--- src/rtl/key_recorder.sv ---
// key_recorder: samples four keys per tick while recording, stores run-length encoded
// entries {keys, dur} in RAM and replays them. Define KEY_RECORDER_LOOP_EN for looped playback.
module key_recorder #(
  parameter int TICK_DIV = 500000,
  parameter int DEPTH    = 64,
  parameter int ADDR_W   = 6
) (
  input  logic              clock,
  input  logic              reset,
  input  logic [3:0]        keys,
  input  logic              record_btn,
  input  logic              play_btn,
  output logic [1:0]        mode,
  output logic [3:0]        playback_keys,
  output logic              full,
  output logic [ADDR_W:0]   length
);

  localparam int                CNT_W     = (TICK_DIV > 2) ? $clog2(TICK_DIV) : 1;
  localparam logic [CNT_W-1:0]  TICK_LAST = CNT_W'(TICK_DIV - 1);
  localparam logic [CNT_W-1:0]  CNT_ONE   = CNT_W'(1);
  localparam logic [CNT_W-1:0]  CNT_ZERO  = CNT_W'(0);
  localparam logic [11:0]       DUR_MAX   = 12'd4095;
  localparam logic [ADDR_W:0]   LEN_ONE   = (ADDR_W + 1)'(1);
  localparam logic [ADDR_W:0]   LEN_ZERO  = (ADDR_W + 1)'(0);
  localparam logic [ADDR_W:0]   LEN_FULL  = (ADDR_W + 1)'(DEPTH);
  localparam logic [ADDR_W-1:0] PTR_ONE   = ADDR_W'(1);
  localparam logic [ADDR_W-1:0] PTR_ZERO  = ADDR_W'(0);

  typedef enum logic [2:0] {
    S_IDLE       = 3'd0,
    S_RECORD     = 3'd1,
    S_PLAY_FETCH = 3'd2,
    S_PLAY_LOAD  = 3'd3,
    S_PLAY_RUN   = 3'd4
  } state_t;

  state_t            state_r, state_s;
  logic [CNT_W-1:0]  tick_cnt_r, tick_cnt_s;
  logic [3:0]        run_keys_r, run_keys_s;
  logic [11:0]       run_len_r, run_len_s;
  logic [11:0]       remaining_r, remaining_s;
  logic [ADDR_W-1:0] rd_ptr_r, rd_ptr_s;
  logic [ADDR_W:0]   length_r, length_s;
  logic              full_r, full_s;
  logic [3:0]        playback_keys_r, playback_keys_s;
  logic [1:0]        mode_r, mode_s;
  logic              tick_s;
  logic              mem_we_s;
  logic [ADDR_W-1:0] mem_addr_s;
  logic [15:0]       mem_wdata_s;
  logic [15:0]       mem_r [DEPTH];
  logic [15:0]       rd_data_r;

  assign mode          = mode_r;
  assign playback_keys = playback_keys_r;
  assign full          = full_r;
  assign length        = length_r;

  // Next-state, datapath and RAM port control
  always_comb begin
    state_s         = state_r;
    run_keys_s      = run_keys_r;
    run_len_s       = run_len_r;
    remaining_s     = remaining_r;
    rd_ptr_s        = rd_ptr_r;
    length_s        = length_r;
    full_s          = full_r;
    playback_keys_s = playback_keys_r;
    tick_cnt_s      = CNT_ZERO;
    mem_we_s        = 1'b0;
    mem_wdata_s     = {run_keys_r, run_len_r};
    tick_s          = ((state_r == S_RECORD) || (state_r == S_PLAY_RUN)) &&
                      (tick_cnt_r == TICK_LAST);
    if (state_r == S_RECORD) begin
      mem_addr_s = length_r[ADDR_W-1:0];
    end else begin
      mem_addr_s = rd_ptr_r;
    end

    case (state_r)
      S_IDLE: begin
        if (record_btn) begin
          state_s    = S_RECORD;
          length_s   = LEN_ZERO;
          full_s     = 1'b0;
          run_keys_s = keys;
          run_len_s  = 12'd1;
        end else if (play_btn && (length_r != LEN_ZERO)) begin
          state_s  = S_PLAY_FETCH;
          rd_ptr_s = PTR_ZERO;
        end else begin
          state_s = S_IDLE;
        end
      end
      S_RECORD: begin
        // The stop pulse wins over a coinciding tick; that tick is dropped.
        if (record_btn) begin
          mem_we_s = 1'b1;
          length_s = length_r + LEN_ONE;
          state_s  = S_IDLE;
        end else if (tick_s) begin
          if ((keys == run_keys_r) && (run_len_r != DUR_MAX)) begin
            run_len_s = run_len_r + 12'd1;
          end else begin
            mem_we_s   = 1'b1;
            length_s   = length_r + LEN_ONE;
            run_keys_s = keys;
            run_len_s  = 12'd1;
            if ((length_r + LEN_ONE) == LEN_FULL) begin
              full_s  = 1'b1;
              state_s = S_IDLE;
            end else begin
              state_s = S_RECORD;
            end
          end
        end else begin
          state_s = S_RECORD;
        end
      end
      S_PLAY_FETCH: begin
        if (play_btn) begin
          playback_keys_s = 4'h0;
          state_s         = S_IDLE;
        end else begin
          state_s = S_PLAY_LOAD;
        end
      end
      S_PLAY_LOAD: begin
        if (play_btn) begin
          playback_keys_s = 4'h0;
          state_s         = S_IDLE;
        end else begin
          playback_keys_s = rd_data_r[15:12];
          remaining_s     = rd_data_r[11:0];
          state_s         = S_PLAY_RUN;
        end
      end
      S_PLAY_RUN: begin
        if (play_btn) begin
          playback_keys_s = 4'h0;
          state_s         = S_IDLE;
        end else if (tick_s) begin
          if (remaining_r > 12'd1) begin
            remaining_s = remaining_r - 12'd1;
          end else if ({1'b0, rd_ptr_r} == (length_r - LEN_ONE)) begin
`ifdef KEY_RECORDER_LOOP_EN
            rd_ptr_s = PTR_ZERO;
            state_s  = S_PLAY_FETCH;
`else
            playback_keys_s = 4'h0;
            state_s         = S_IDLE;
`endif
          end else begin
            rd_ptr_s = rd_ptr_r + PTR_ONE;
            state_s  = S_PLAY_FETCH;
          end
        end else begin
          state_s = S_PLAY_RUN;
        end
      end
      default: begin
        playback_keys_s = 4'h0;
        state_s         = S_IDLE;
      end
    endcase

    // The tick counter only runs while staying in a timed state; any entry starts it at zero.
    if (((state_s == S_RECORD) || (state_s == S_PLAY_RUN)) && (state_s == state_r)) begin
      if (tick_s) begin
        tick_cnt_s = CNT_ZERO;
      end else begin
        tick_cnt_s = tick_cnt_r + CNT_ONE;
      end
    end else begin
      tick_cnt_s = CNT_ZERO;
    end
  end

  // Mode encoding derived from the next state so mode tracks the state register
  always_comb begin
    mode_s = 2'b00;
    case (state_s)
      S_RECORD:                             mode_s = 2'b01;
      S_PLAY_FETCH, S_PLAY_LOAD, S_PLAY_RUN: mode_s = 2'b10;
      default:                              mode_s = 2'b00;
    endcase
  end

  // State and datapath registers
  always_ff @(posedge clock) begin
    if (reset) begin
      state_r         <= S_IDLE;
      tick_cnt_r      <= CNT_ZERO;
      run_keys_r      <= 4'h0;
      run_len_r       <= 12'd0;
      remaining_r     <= 12'd0;
      rd_ptr_r        <= PTR_ZERO;
      length_r        <= LEN_ZERO;
      full_r          <= 1'b0;
      playback_keys_r <= 4'h0;
      mode_r          <= 2'b00;
    end else begin
      state_r         <= state_s;
      tick_cnt_r      <= tick_cnt_s;
      run_keys_r      <= run_keys_s;
      run_len_r       <= run_len_s;
      remaining_r     <= remaining_s;
      rd_ptr_r        <= rd_ptr_s;
      length_r        <= length_s;
      full_r          <= full_s;
      playback_keys_r <= playback_keys_s;
      mode_r          <= mode_s;
    end
  end

  // Single-port RAM with one-cycle read latency; contents survive reset
  always_ff @(posedge clock) begin
    if (mem_we_s && !reset) begin
      mem_r[mem_addr_s] <= mem_wdata_s;
    end
    rd_data_r <= mem_r[mem_addr_s];
  end

endmodule

--- config.mk ---
export PLATFORM = sky130hd
export DESIGN_NAME = key_recorder
export DESIGN_NICKNAME = d
export VERILOG_FILES = /design/src/rtl/key_recorder.sv
export SDC_FILE = /design/constraint.sdc
export NUM_CORES = 1
export LEC_CHECK = 0
export CELL_PAD_IN_SITES_DETAIL_PLACEMENT = 0
export CELL_PAD_IN_SITES_GLOBAL_PLACEMENT = 1
export CORE_ASPECT_RATIO = 1.2
export CORE_MARGIN = 5
export CORE_UTILIZATION = 54
export CTS_CLUSTER_SIZE = 40
export DETAILED_ROUTE_END_ITERATION = 6
export GPL_TIMING_DRIVEN = 1
export PLACE_DENSITY_LB_ADDON = 0.3
export RECOVER_POWER = 50
export SLEW_MARGIN = 10
export SYNTH_ARGS = -nofsm -noshare
export SYNTH_HDL_FRONTEND = slang
export SYNTH_SLANG_ARGS = --single-unit
--- constraint.sdc ---
create_clock -name clock -period 3.98 [get_ports clock]
set_input_delay 0.796 -clock clock [delete_from_list [all_inputs] [get_ports clock]]
set_output_delay 0.796 -clock clock [all_outputs]
set_load 0.03 [all_outputs]
**Run 1: power grid**

The bar under the picture is 100 µm long. Pins as bars on the die edge. Tap cells in gray.
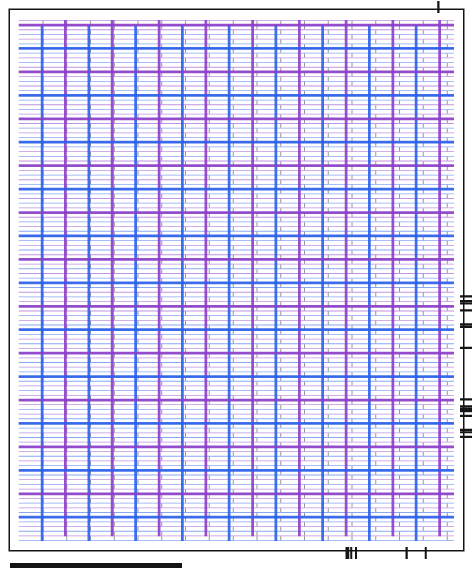
legend:
  VSS:
    color: blue
  VDD:
    color: purple
rows: 111
met1 rails: 112
signal pins: 22
met5 straps: 22
die extent in y: 313.4 µm
Die Wd: 262.8 µm
Core Area: 76250 µm²
maximum vdd ir drop: 0.3550 mV

**Run 1: placed cells, one color a class**

The bar under the picture is 100 µm long.
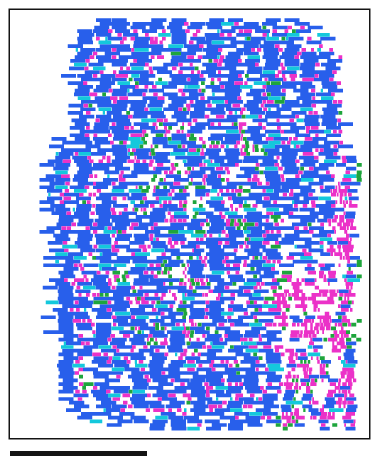
legend:
  remaining logic cells:
    color: magenta
    cells: 1189
  remaining buffers and delay cells:
    color: green
    cells: 231
  clock drivers and dummy loads:
    color: cyan
    cells: 183
  sequential cells:
    color: blue
    cells: 1110

==> deck_impl_summary.md, run 1 <==
Implementation Results

Worst setup path
  • CP cell instances: nand3b_1 -> mux2i_4 -> buf_12 -> a22o_1 -> a221oi_1 -> buf_4 -> a31oi_1 -> nor4_1 -> buf_4 -> nand3_1
  • Worst Setup EP: rd_data_r[5]
  • Family with the most delay on the worst path: multiplexers
  • Cell count along the critical path: 10
  • CP max stage cell: mux2i_4
  • CP required: 4.57 ns
  • Critical path's largest stage delay: 0.90 ns
  • Critical path's most frequent cell: buf_4

Die
  • # Taps: 1017
  • Ports: 22

Status
  • Failing checks: max-capacitance violations, max-slew violations
  • Status: complete, but fails checks

CTS
  • CTS tree: built
  • Clk root buf: clkbuf_16
  • H-tree Lvls: 3
  • Resize count post-CTS: 0
  • Cts hold-fix bufs: 0

Synth
  • Asr flop ratio synth: 0%
  • Number of synthesized register bits: 1110
  • Synthesized cell area: 41420 µm²
  • Biggest area cells: edfxtp_1 74%, a22oi_1 4.7%, dfxtp_1 4.2%, a22o_1 2.7%, a221oi_1 2.3%
  • Yosys Instances: 2457
  • Distinct lib cells used: 67
  • YS chip area: 41420 µm²
  • Top cells by count: 1024 x edfxtp_1, 260 x a22oi_1, 132 x a31oi_1
  • Xor/xnor share: 0.7613%
  • Cell taking the most area after synthesis: edfxtp_1
  • Mux share: 0.4833%
  • Synthesized area per cell: 16.86 µm²
  • Count of library flops with an enable pin: 1024
  • Ao+oa area frac: 13.97%
  • Seq/Total Area, Yosys: 78.40%
  • Post-synth top flop: edfxtp_1
  • Share of the synthesized area in the top cell type: 74.24%

Power
  • Seq group: 0.0127 W
  • Pwr dens: 477.8 nW/µm²
  • Switching Share: 19.46%
  • Heaviest power group: sequential cells
  • Flop pwr share: 56.1%
  • Post-layout total power: 0.02258 W
  • Internal power: 0.01819 W
  • Net switching power: 0.004395 W

Finish
  • Top class by area: flip-flops and latches
  • Flop share of the area: 68.71%
  • Layout cell share with drive strength beyond 1: 14.52%
  • Clock network area share: 6.955%
  • Non-clock buffer share of cell area: 4.082%
  • Utilization after layout: 61.98%
  • Final #Nets: 2649
  • Logic share of the area: 17.43%
  • Area of the multi-input gates: 8235 µm²
  • FFs & Latches: 1110

STA
  • Final worst slack: 0.1642 ns
  • Final Skew: 0.03549 ns
  • Setup TNS: 0 ns
  • Fin. max-slew vios: 1080
  • Count of final hold-check violations: 0

Placed design
  • Placed wire-length estimate: 69050 µm
  • Pre-CTS setup slack: 0.2810 ns

GRT
  • Pin count of the biggest net entering global routing: 69
  • Met3 Track Usage GR: 4.204%
  • First-pass GRT wire length: 165300 µm
  • Vias in the first global route: 24.02k
  • M1 GR Usage: 37.17%

Flow run
  • Max_cap viols: 16

Routing
  • Iteration-0 DRC Markers: 3571
  • Routed via count: 24.74k
  • Final wirelength: 113900 µm
  • Detail Route Antenna Nets: 0

Min path
  • Hold EP: playback_keys[0]
**Run 1: clock wires, drivers and flops**

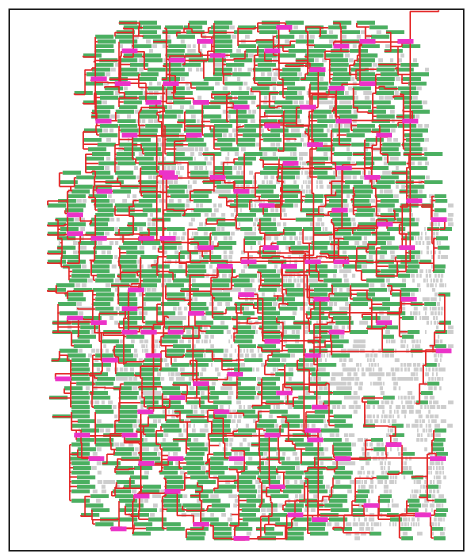
legend:
  flip-flops:
    color: green
    count: 1110
  clock-net drivers:
    color: magenta
    count: 101
  clock wires:
    color: red
    length: 11100 µm
routed clock nets: 102
Latency at later pin: 0.67 ns
clock network fraction of total power: 42.4%

**Run 1: routing congestion**

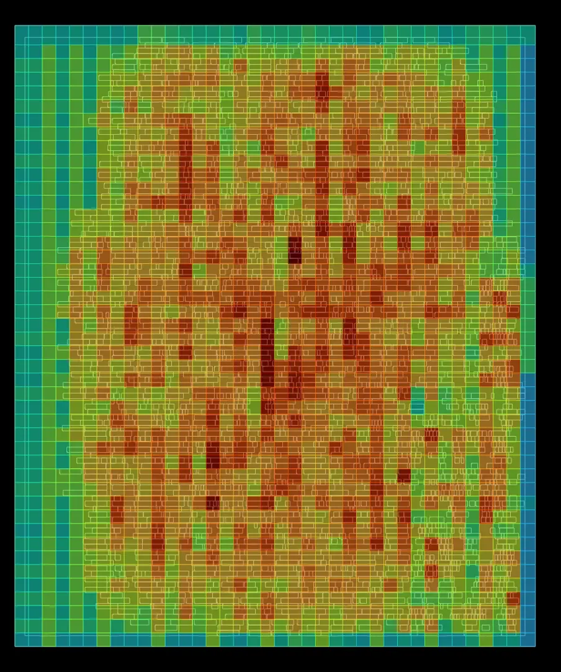

--- run 2 (diff from run 1) ---
--- a/config.mk
+++ b/config.mk
@@ -12,9 +12,11 @@
 export CORE_UTILIZATION = 54
 export CTS_CLUSTER_SIZE = 40
 export DETAILED_ROUTE_END_ITERATION = 6
+export GPL_ROUTABILITY_DRIVEN = 0
 export GPL_TIMING_DRIVEN = 1
 export PLACE_DENSITY_LB_ADDON = 0.3
 export RECOVER_POWER = 50
+export SETUP_SLACK_MARGIN = 0.5
 export SLEW_MARGIN = 10
 export SYNTH_ARGS = -nofsm -noshare
 export SYNTH_HDL_FRONTEND = slang
**Run 2: routing congestion**

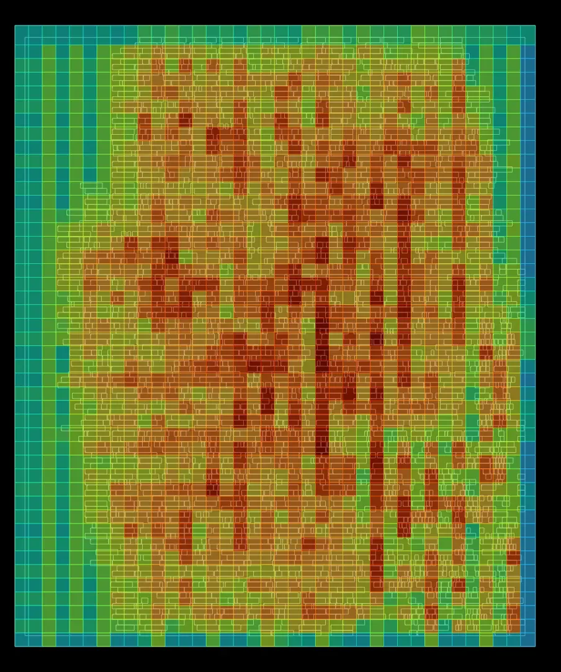
utilization after layout: 62.22%
WL/cell: 31.35 µm
met2 Use GR: 44.29%

**Run 2: power grid**

The bar under the picture is 100 µm long. Pins as bars on the die edge. Tap cells in gray.
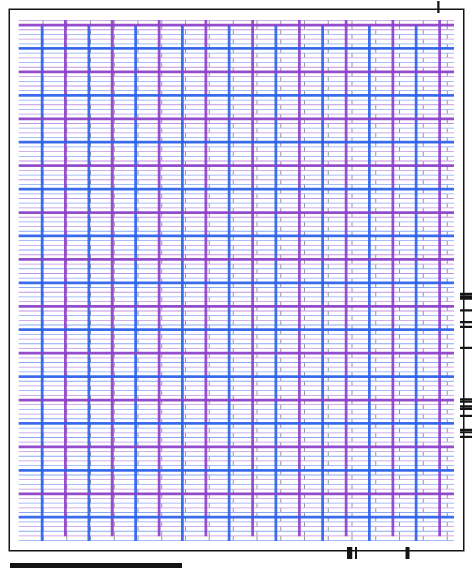
legend:
  VDD:
    color: purple
  VSS:
    color: blue
met5 straps: 22
tap cells: 1017
signal pins: 22
maximum vdd ir drop: 0.3338 mV

==> run 2 against run 1 <==
Fmax grew 11%. Worst hold slack gained 0.0036 ns. Sequential cell count is the same. Wire length grew 2.8%. Global-route usage grew 0.93 points. Worst setup slack gained 0.38 ns. The run still ends with max-capacitance violations, max-slew violations left. Design area grew 0.38%. Sequential share of layout area shrank 0.26 points. Highest routed layer unchanged. Cell count grew 0.16%. Die size is the same. Total power grew 1.3%. Combinational power grew 4%.
==> deck_impl_summary.md, run 2 <==
Implementation Results

Status
  • Status: complete, but fails checks
  • Failing checks: max-capacitance violations, max-slew violations

Finish
  • Layout cell share with drive strength beyond 1: 14.93%
  • Non-clock buffer share of cell area: 4.133%
  • Antenna cells: 0
  • Clock network area share: 7.129%
  • Logic share of the area: 17.47%
  • Area of the multi-input gates: 8289 µm²
  • Flop share of the area: 68.45%
  • Top class by area: flip-flops and latches

Worst setup path
  • Family with the most delay on the worst path: simple AND/OR/NAND/NOR gates
  • Cell count along the critical path: 10
  • CP max stage cell: a221oi_1
  • Critical path's most frequent cell: buf_12
  • Worst Setup EP: rd_data_r[11]
  • CP cell instances: or3b_1 -> buf_12 -> mux2i_4 -> buf_12 -> buf_4 -> a22o_1 -> a221oi_1 -> a31oi_1 -> nor4_1 -> nand2_1
  • Worst Path Buf+Inv: 3
  • Critical path's largest stage delay: 0.54 ns
  • CP required: 4.50 ns

GRT
  • M1 GR Usage: 38.41%
  • Vias in the first global route: 24.28k
  • Total track usage: 27.88%
  • Pin count of the biggest net entering global routing: 69
  • Met3 Track Usage GR: 5.025%

CTS
  • Latency at later pin: 0.70 ns
  • Resize count post-CTS: 5
  • H-tree Lvls: 3
  • Cts hold-fix bufs: 0
  • CTS tree: built

Die
  • Die Wd: 262.8 µm
  • Die extent in y: 313.4 µm
  • Ports: 22
  • # Taps: 1017
  • Core Area: 76250 µm²

Synth
  • Yosys Instances: 2457
  • Xor/xnor share: 0.7613%
  • Synthesized area per cell: 16.86 µm²
  • Synthesized netlist cell count: 2457
  • Asr flop ratio synth: 0%
  • Share of the synthesized area in the top cell type: 74.24%
  • Ao+oa area frac: 13.97%
  • Post-synth top flop: edfxtp_1
  • Count of library flops with an enable pin: 1024

Routing
  • Routed via count: 24.90k
  • Iteration-0 DRC Markers: 3400
  • Detail Route Antenna Nets: 0

STA
  • Fin. max-slew vios: 1080
  • Final worst slack: 0.5491 ns
  • Setup TNS: 0 ns
  • Count of final hold-check violations: 0

Power
  • Flop pwr share: 55.4%
  • Pwr dens: 482.3 nW/µm²
  • Combinational logic power: 0.000347 W
  • Clock network fraction of total power: 43.1%
  • Internal power: 0.01844 W
  • Seq group: 0.0127 W
  • Switching Share: 19.40%
  • Post-layout total power: 0.02288 W

Placed design
  • Placed wire-length estimate: 71230 µm

Min path
  • Hold EP: tick_cnt_r[0]

Flow run
  • Max_cap viols: 16
Power and IR drop assume default switching activity.
